### Nets reached from selected ports

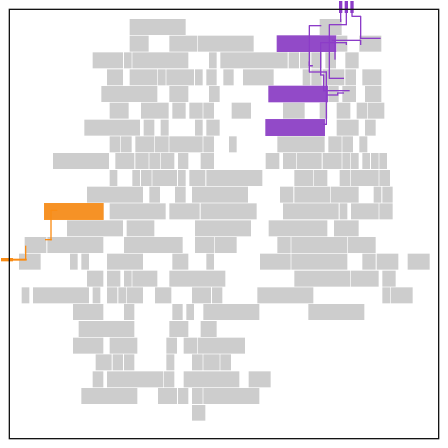
### Routed metal, one colour a layer

Scale bar: 20 um.
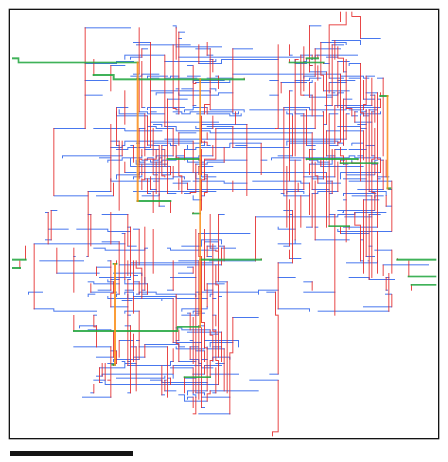
$ cat config.mk
export PLATFORM = sky130hd
export DESIGN_NAME = reset_sequencer
export DESIGN_NICKNAME = d
export VERILOG_FILES = /design/src/rtl/reset_seq_pkg.sv /design/src/rtl/sync_debounce.sv /design/src/rtl/reset_sequencer.sv
export SDC_FILE = /design/constraint.sdc
export NUM_CORES = 1
export LEC_CHECK = 0
export CORE_UTILIZATION = 40
export DETAILED_ROUTE_END_ITERATION = 16
export MAX_ROUTING_LAYER = met4
export PLACE_DENSITY_LB_ADDON = 0.3
export SLEW_MARGIN = 10
export SYNTH_ARGS = -nofsm -noshare
export SYNTH_HDL_FRONTEND = slang
export SYNTH_HIERARCHICAL = 1
export SYNTH_SLANG_ARGS = --single-unit
$ cat constraint.sdc
create_clock -name clk -period 6.4 [get_ports clk]
set_input_delay 1.28 -clock clk [delete_from_list [all_inputs] [get_ports clk]]
set_output_delay 1.28 -clock clk [all_outputs]
set_load 0.02 [all_outputs]
$ cat src/rtl/reset_seq_pkg.sv
// Shared definitions for the reset sequencer.
//   seq_state_t : sequencer state encoding (2 bits)
//   cnt_width   : bit width needed to hold the larger of two cycle counts
package reset_seq_pkg;

    typedef enum logic [1:0] {
        WAIT_LOCK = 2'd0,
        POR_COUNT = 2'd1,
        RELEASE   = 2'd2,
        RUN       = 2'd3
    } seq_state_t;

    function automatic int unsigned cnt_width(input int unsigned a, input int unsigned b);
        int unsigned m;
        m = (a > b) ? a : b;
        return $clog2(m + 1);
    endfunction

endpackage

$ cat src/rtl/sync_debounce.sv
// Two-flop synchroniser plus stability counter for an active-low button.
//   clk    : sampling clock
//   rst    : asynchronous active-high reset
//   btn_n  : raw asynchronous button, active-low
//   btn_db : debounced pressed level (1 = pressed)
// btn_db changes only after the synchronised input has disagreed with it
// for CYCLES consecutive cycles; any agreeing sample restarts the count.
module sync_debounce
    import reset_seq_pkg::*;
#(
    parameter int unsigned CYCLES = 1024
) (
    input  logic clk,
    input  logic rst,
    input  logic btn_n,
    output logic btn_db
);

    localparam int unsigned    CW   = cnt_width(CYCLES, 1);
    localparam logic [CW-1:0]  LAST = CW'(CYCLES - 1);

    logic          btn_m;
    logic          btn_s;
    logic          pressed;
    logic [CW-1:0] cnt;

    assign pressed = ~btn_s;

    always_ff @(posedge clk or posedge rst) begin
        if (rst) begin
            btn_m  <= 1'b1;
            btn_s  <= 1'b1;
            btn_db <= 1'b0;
            cnt    <= '0;
        end else begin
            btn_m <= btn_n;
            btn_s <= btn_m;
            if (pressed == btn_db) begin
                cnt <= '0;
            end else if (cnt >= LAST) begin
                btn_db <= pressed;
                cnt    <= '0;
            end else begin
                cnt <= cnt + 1'b1;
            end
        end
    end

endmodule

$ cat src/rtl/reset_sequencer.sv
// Power-on / reset sequencer: waits for PLL lock, counts a POR delay, then
// releases NUM_STAGES resets in order with STAGE_GAP cycles between them.
// Lock loss or a debounced button press returns to WAIT_LOCK.
//   clk       : PLL output clock
//   rst       : asynchronous active-high reset
//   locked    : PLL lock, asynchronous
//   btn_n     : user reset button, active-low, asynchronous
//   lost_clr  : synchronous pulse clearing lock_lost
//   rst_out   : per-stage reset, active-high, stage 0 released first
//   ready     : all stages released
//   lock_lost : sticky, set when lock drops outside WAIT_LOCK
module reset_sequencer
    import reset_seq_pkg::*;
#(
    parameter int unsigned NUM_STAGES      = 3,
    parameter int unsigned POR_CYCLES      = 1023,
    parameter int unsigned STAGE_GAP       = 16,
    parameter int unsigned DEBOUNCE_CYCLES = 1024
) (
    input  logic                  clk,
    input  logic                  rst,
    input  logic                  locked,
    input  logic                  btn_n,
    input  logic                  lost_clr,
    output logic [NUM_STAGES-1:0] rst_out,
    output logic                  ready,
    output logic                  lock_lost
);

    localparam int unsigned   CW       = cnt_width(POR_CYCLES, STAGE_GAP);
    localparam logic [CW-1:0] POR_LAST = CW'(POR_CYCLES - 1);
    localparam logic [CW-1:0] GAP_LAST = CW'(STAGE_GAP - 1);

    seq_state_t            state;
    seq_state_t            state_nxt;
    logic [CW-1:0]         cnt;
    logic [CW-1:0]         cnt_nxt;
    logic [NUM_STAGES-1:0] rst_out_nxt;
    logic [NUM_STAGES-1:0] stage_shift;
    logic                  ready_nxt;
    logic                  lost_set;
    logic                  lock_m;
    logic                  lock_s;
    logic                  btn_db;
    logic                  abort;

    sync_debounce #(
        .CYCLES (DEBOUNCE_CYCLES)
    ) u_btn (
        .clk    (clk),
        .rst    (rst),
        .btn_n  (btn_n),
        .btn_db (btn_db)
    );

    always_ff @(posedge clk or posedge rst) begin
        if (rst) begin
            lock_m <= 1'b0;
            lock_s <= 1'b0;
        end else begin
            lock_m <= locked;
            lock_s <= lock_m;
        end
    end

    // Releasing a stage shifts a zero in from the bottom, so the pattern is a
    // thermometer by construction; an all-zero result marks the final stage.
    assign stage_shift = rst_out << 1;
    assign abort       = ~lock_s | btn_db;
    assign lost_set    = ~lock_s & (state != WAIT_LOCK);

    // State register (outputs are registered alongside)
    always_ff @(posedge clk or posedge rst) begin
        if (rst) begin
            state     <= WAIT_LOCK;
            cnt       <= '0;
            rst_out   <= '1;
            ready     <= 1'b0;
            lock_lost <= 1'b0;
        end else begin
            state   <= state_nxt;
            cnt     <= cnt_nxt;
            rst_out <= rst_out_nxt;
            ready   <= ready_nxt;
            if (lost_set) begin
                lock_lost <= 1'b1;
            end else if (lost_clr) begin
                lock_lost <= 1'b0;
            end
        end
    end

    // Next-state logic
    always_comb begin
        state_nxt = state;
        case (state)
            WAIT_LOCK: begin
                if (lock_s && !btn_db) state_nxt = POR_COUNT;
            end
            POR_COUNT: begin
                if (abort)                 state_nxt = WAIT_LOCK;
                else if (cnt == POR_LAST)  state_nxt = (stage_shift == '0) ? RUN : RELEASE;
            end
            RELEASE: begin
                if (abort)                                       state_nxt = WAIT_LOCK;
                else if (cnt == GAP_LAST && stage_shift == '0)   state_nxt = RUN;
            end
            RUN: begin
                if (abort) state_nxt = WAIT_LOCK;
            end
            default: state_nxt = WAIT_LOCK;
        endcase
    end

    // Output / counter next values
    always_comb begin
        cnt_nxt     = '0;
        rst_out_nxt = rst_out;
        ready_nxt   = (state_nxt == RUN);
        if (state_nxt == WAIT_LOCK) begin
            rst_out_nxt = '1;
        end else if (state == POR_COUNT && state_nxt != POR_COUNT) begin
            rst_out_nxt = stage_shift;
        end else if (state == RELEASE && cnt == GAP_LAST) begin
            rst_out_nxt = stage_shift;
        end else if (state == POR_COUNT || state == RELEASE) begin
            cnt_nxt = (cnt == '1) ? cnt : cnt + 1'b1;
        end
    end

endmodule
==> impl_metrics.xml <==
<?xml version="1.0" encoding="UTF-8"?>
<metrics>
  <group name="outcome">
    <metric name="status" unit="">finished, final reports clean</metric>
  </group>
  <group name="synth">
    <metric name="post_synth_xor_area_fraction" unit="%">3.38</metric>
    <metric name="synthAoiAreaFrac" unit="%">16.1</metric>
    <metric name="postSynthSeqShare" unit="%">45.8</metric>
    <metric name="syn-instance-count" unit="">175</metric>
    <metric name="synth_area_leader_cell" unit="">sky130_fd_sc_hd__dfrtp_1</metric>
    <metric name="yosys-stat-area" unit="um2">1820</metric>
    <metric name="synth-cells-yosys" unit="">175</metric>
    <metric name="synth_cell_types" unit="">46</metric>
    <metric name="and_or_nand_nor_area_share" unit="%">25.0</metric>
  </group>
  <group name="drt">
    <metric name="drc" unit="">0</metric>
    <metric name="drtAntennaViolNets" unit="">0</metric>
    <metric name="m1WireLength" unit="um">1610</metric>
    <metric name="wl_met2" unit="um">1580</metric>
  </group>
  <group name="pwr">
    <metric name="cell_internal_power" unit="uW">396</metric>
    <metric name="p_switching" unit="uW">166</metric>
    <metric name="ir_worst_vdd" unit="mV">0.144</metric>
    <metric name="clock_power_share" unit="%">36.3</metric>
    <metric name="power.leakage" unit="nW">0.837</metric>
    <metric name="power_frac_seq" unit="%">42.3</metric>
  </group>
  <group name="setup_path">
    <metric name="worst_path_bufs_invs" unit="">1</metric>
    <metric name="worstSetupPathType" unit="">flip-flop to output pin</metric>
    <metric name="cp.arrival" unit="ns">1.44</metric>
    <metric name="slowest_stage" unit="">sky130_fd_sc_hd__clkdlybuf4s50_1</metric>
    <metric name="kind_of_cell_adding_the_most_delay_to_the_critical_path" unit="">buffers and inverters</metric>
    <metric name="critical-path-max-stage-delay" unit="ns">0.61</metric>
  </group>
  <group name="cells_and_area">
    <metric name="fill_cells" unit="">395</metric>
    <metric name="layout_top_cells" unit="">28 x sky130_fd_sc_hd__dfrtp_1, 16 x sky130_fd_sc_hd__nand3_1, 11 x sky130_fd_sc_hd__o21ai_0</metric>
    <metric name="antennaDiodeCount" unit="">0</metric>
    <metric name="multiInputGateArea" unit="um2">931</metric>
    <metric name="areaGrowthSynthToFinish" unit="%">14.3</metric>
  </group>
  <group name="final_timing">
    <metric name="worstMarginPinSlew" unit="ns">1.10</metric>
    <metric name="max_freq" unit="MHz">367</metric>
    <metric name="totalNegativeSetupSlack" unit="ns">0</metric>
    <metric name="final-setup-viol-count" unit="">0</metric>
    <metric name="clock-skew-final" unit="ns">0.00642</metric>
    <metric name="max_slew_margin" unit="%">26.1</metric>
  </group>
  <group name="flow_run">
    <metric name="openroad.warnings" unit="">31</metric>
  </group>
  <group name="floorplanning">
    <metric name="num_io_pins" unit="">10</metric>
    <metric name="die_area" unit="um2">4810</metric>
    <metric name="die_width" unit="um">69.4</metric>
  </group>
  <group name="clock_network">
    <metric name="cts-hold-fix-buffers" unit="">0</metric>
    <metric name="path_clk_slew" unit="ns">0.07</metric>
    <metric name="clkLatencyLatePin" unit="ns">0.29</metric>
    <metric name="depth_of_the_cts_h_tree" unit="">2</metric>
    <metric name="cts.sink_count" unit="">33</metric>
    <metric name="clk_path_buf_depth" unit="">2</metric>
    <metric name="clock_tree.root_cell" unit="">sky130_fd_sc_hd__clkbuf_8</metric>
  </group>
  <group name="placed_design">
    <metric name="gp_congestion" unit="">0.830</metric>
    <metric name="port_buffers" unit="">9</metric>
    <metric name="dp.cells" unit="">233</metric>
  </group>
  <group name="global_route">
    <metric name="grt_max_degree" unit="">20</metric>
  </group>
</metrics>
About 'Nets reached from selected ports':
btn_n -> orange  # bits 1, direction input, edge west, end cells 1, buffers 1, wire 10.9 um
rst_out -> purple  # bits 3, direction output, edge north, end cells 3, buffers 3, wire 77.1 um

About 'Routed metal, one colour a layer':
M3 -> green  # wire length 137 um
M2 -> red  # wire length 1580 um
M1 -> blue  # wire length 1610 um
M4 -> orange  # wire length 93.8 um

## metrics by stage
step                util (%)  setup slack, ns
floorplan                  -             4.38
global placement        44.9             4.01
detailed placement      44.9             3.99
CTS                     47.7             3.67
global route            47.7             3.65
finish                  47.7             3.68
## Yosys cell counts (all sizes together), types with 7 or more instances
library cell and count:
dfrtp 28, nand3 16, o21ai 11, inv 10, nand2 10, nor2 9
nor3 9, a211oi 8, ha 8, or3 7
## power by group through the flow
stage / Clock, mW / Sequential, mW / Combinational (mW)
final: 0.204 / 0.237 / 0.120
after global routing: 0.220 / 0.240 / 0.132
after CTS: 0.210 / 0.237 / 0.120
after detailed placement: 0 / 0.241 / 0.120
after global placement: 0 / 0.240 / 0.113
after floorplan: 0 / 0.241 / 0.0875
## state kept, by name, indices dropped and copies added, names as in the netlist
name,count
u_btn/btn_s,1
lock_m,1
u_btn/cnt,11
lock_s,1
state,2
lock_lost,1
ready,1
cnt,10
u_btn/btn_m,1
rst_out,3
u_btn/btn_db,1
## path summary, 6_finish.rpt
kind / start / endpoint / slack [ns] / cells after the start
setup / recovery: rst_out[0] / rst_out[0] / 3.68 / 1
hold / removal: lock_m / lock_s / 0.35 / 0
setup reg to reg: state[1] / cnt[1] / 4.05 / 6
hold reg to reg: lock_m / lock_s / 0.35 / 0
max in group asynchronous: rst / cnt[3] / 4.50 / 2
min in group asynchronous: rst / u_btn/cnt[3] / 1.35 / 2
## layer usage
metal,GRT usage [%],up-vias
met2,25.8,31
met1,19.3,657
met4,8.16,0
met3,4.80,10
met5,-,-
li1,-,673
## area by class of cell
type,instances,area share (%)
flip-flops and latches,33,40.1
multi-input cells,129,44.8
clock inverters,2,1.81
repair buffers,9,4.34
clock buffers,6,3.98
well taps,52,3.13
inverters,10,1.81
Power is estimated from default activity; no workload was simulated.
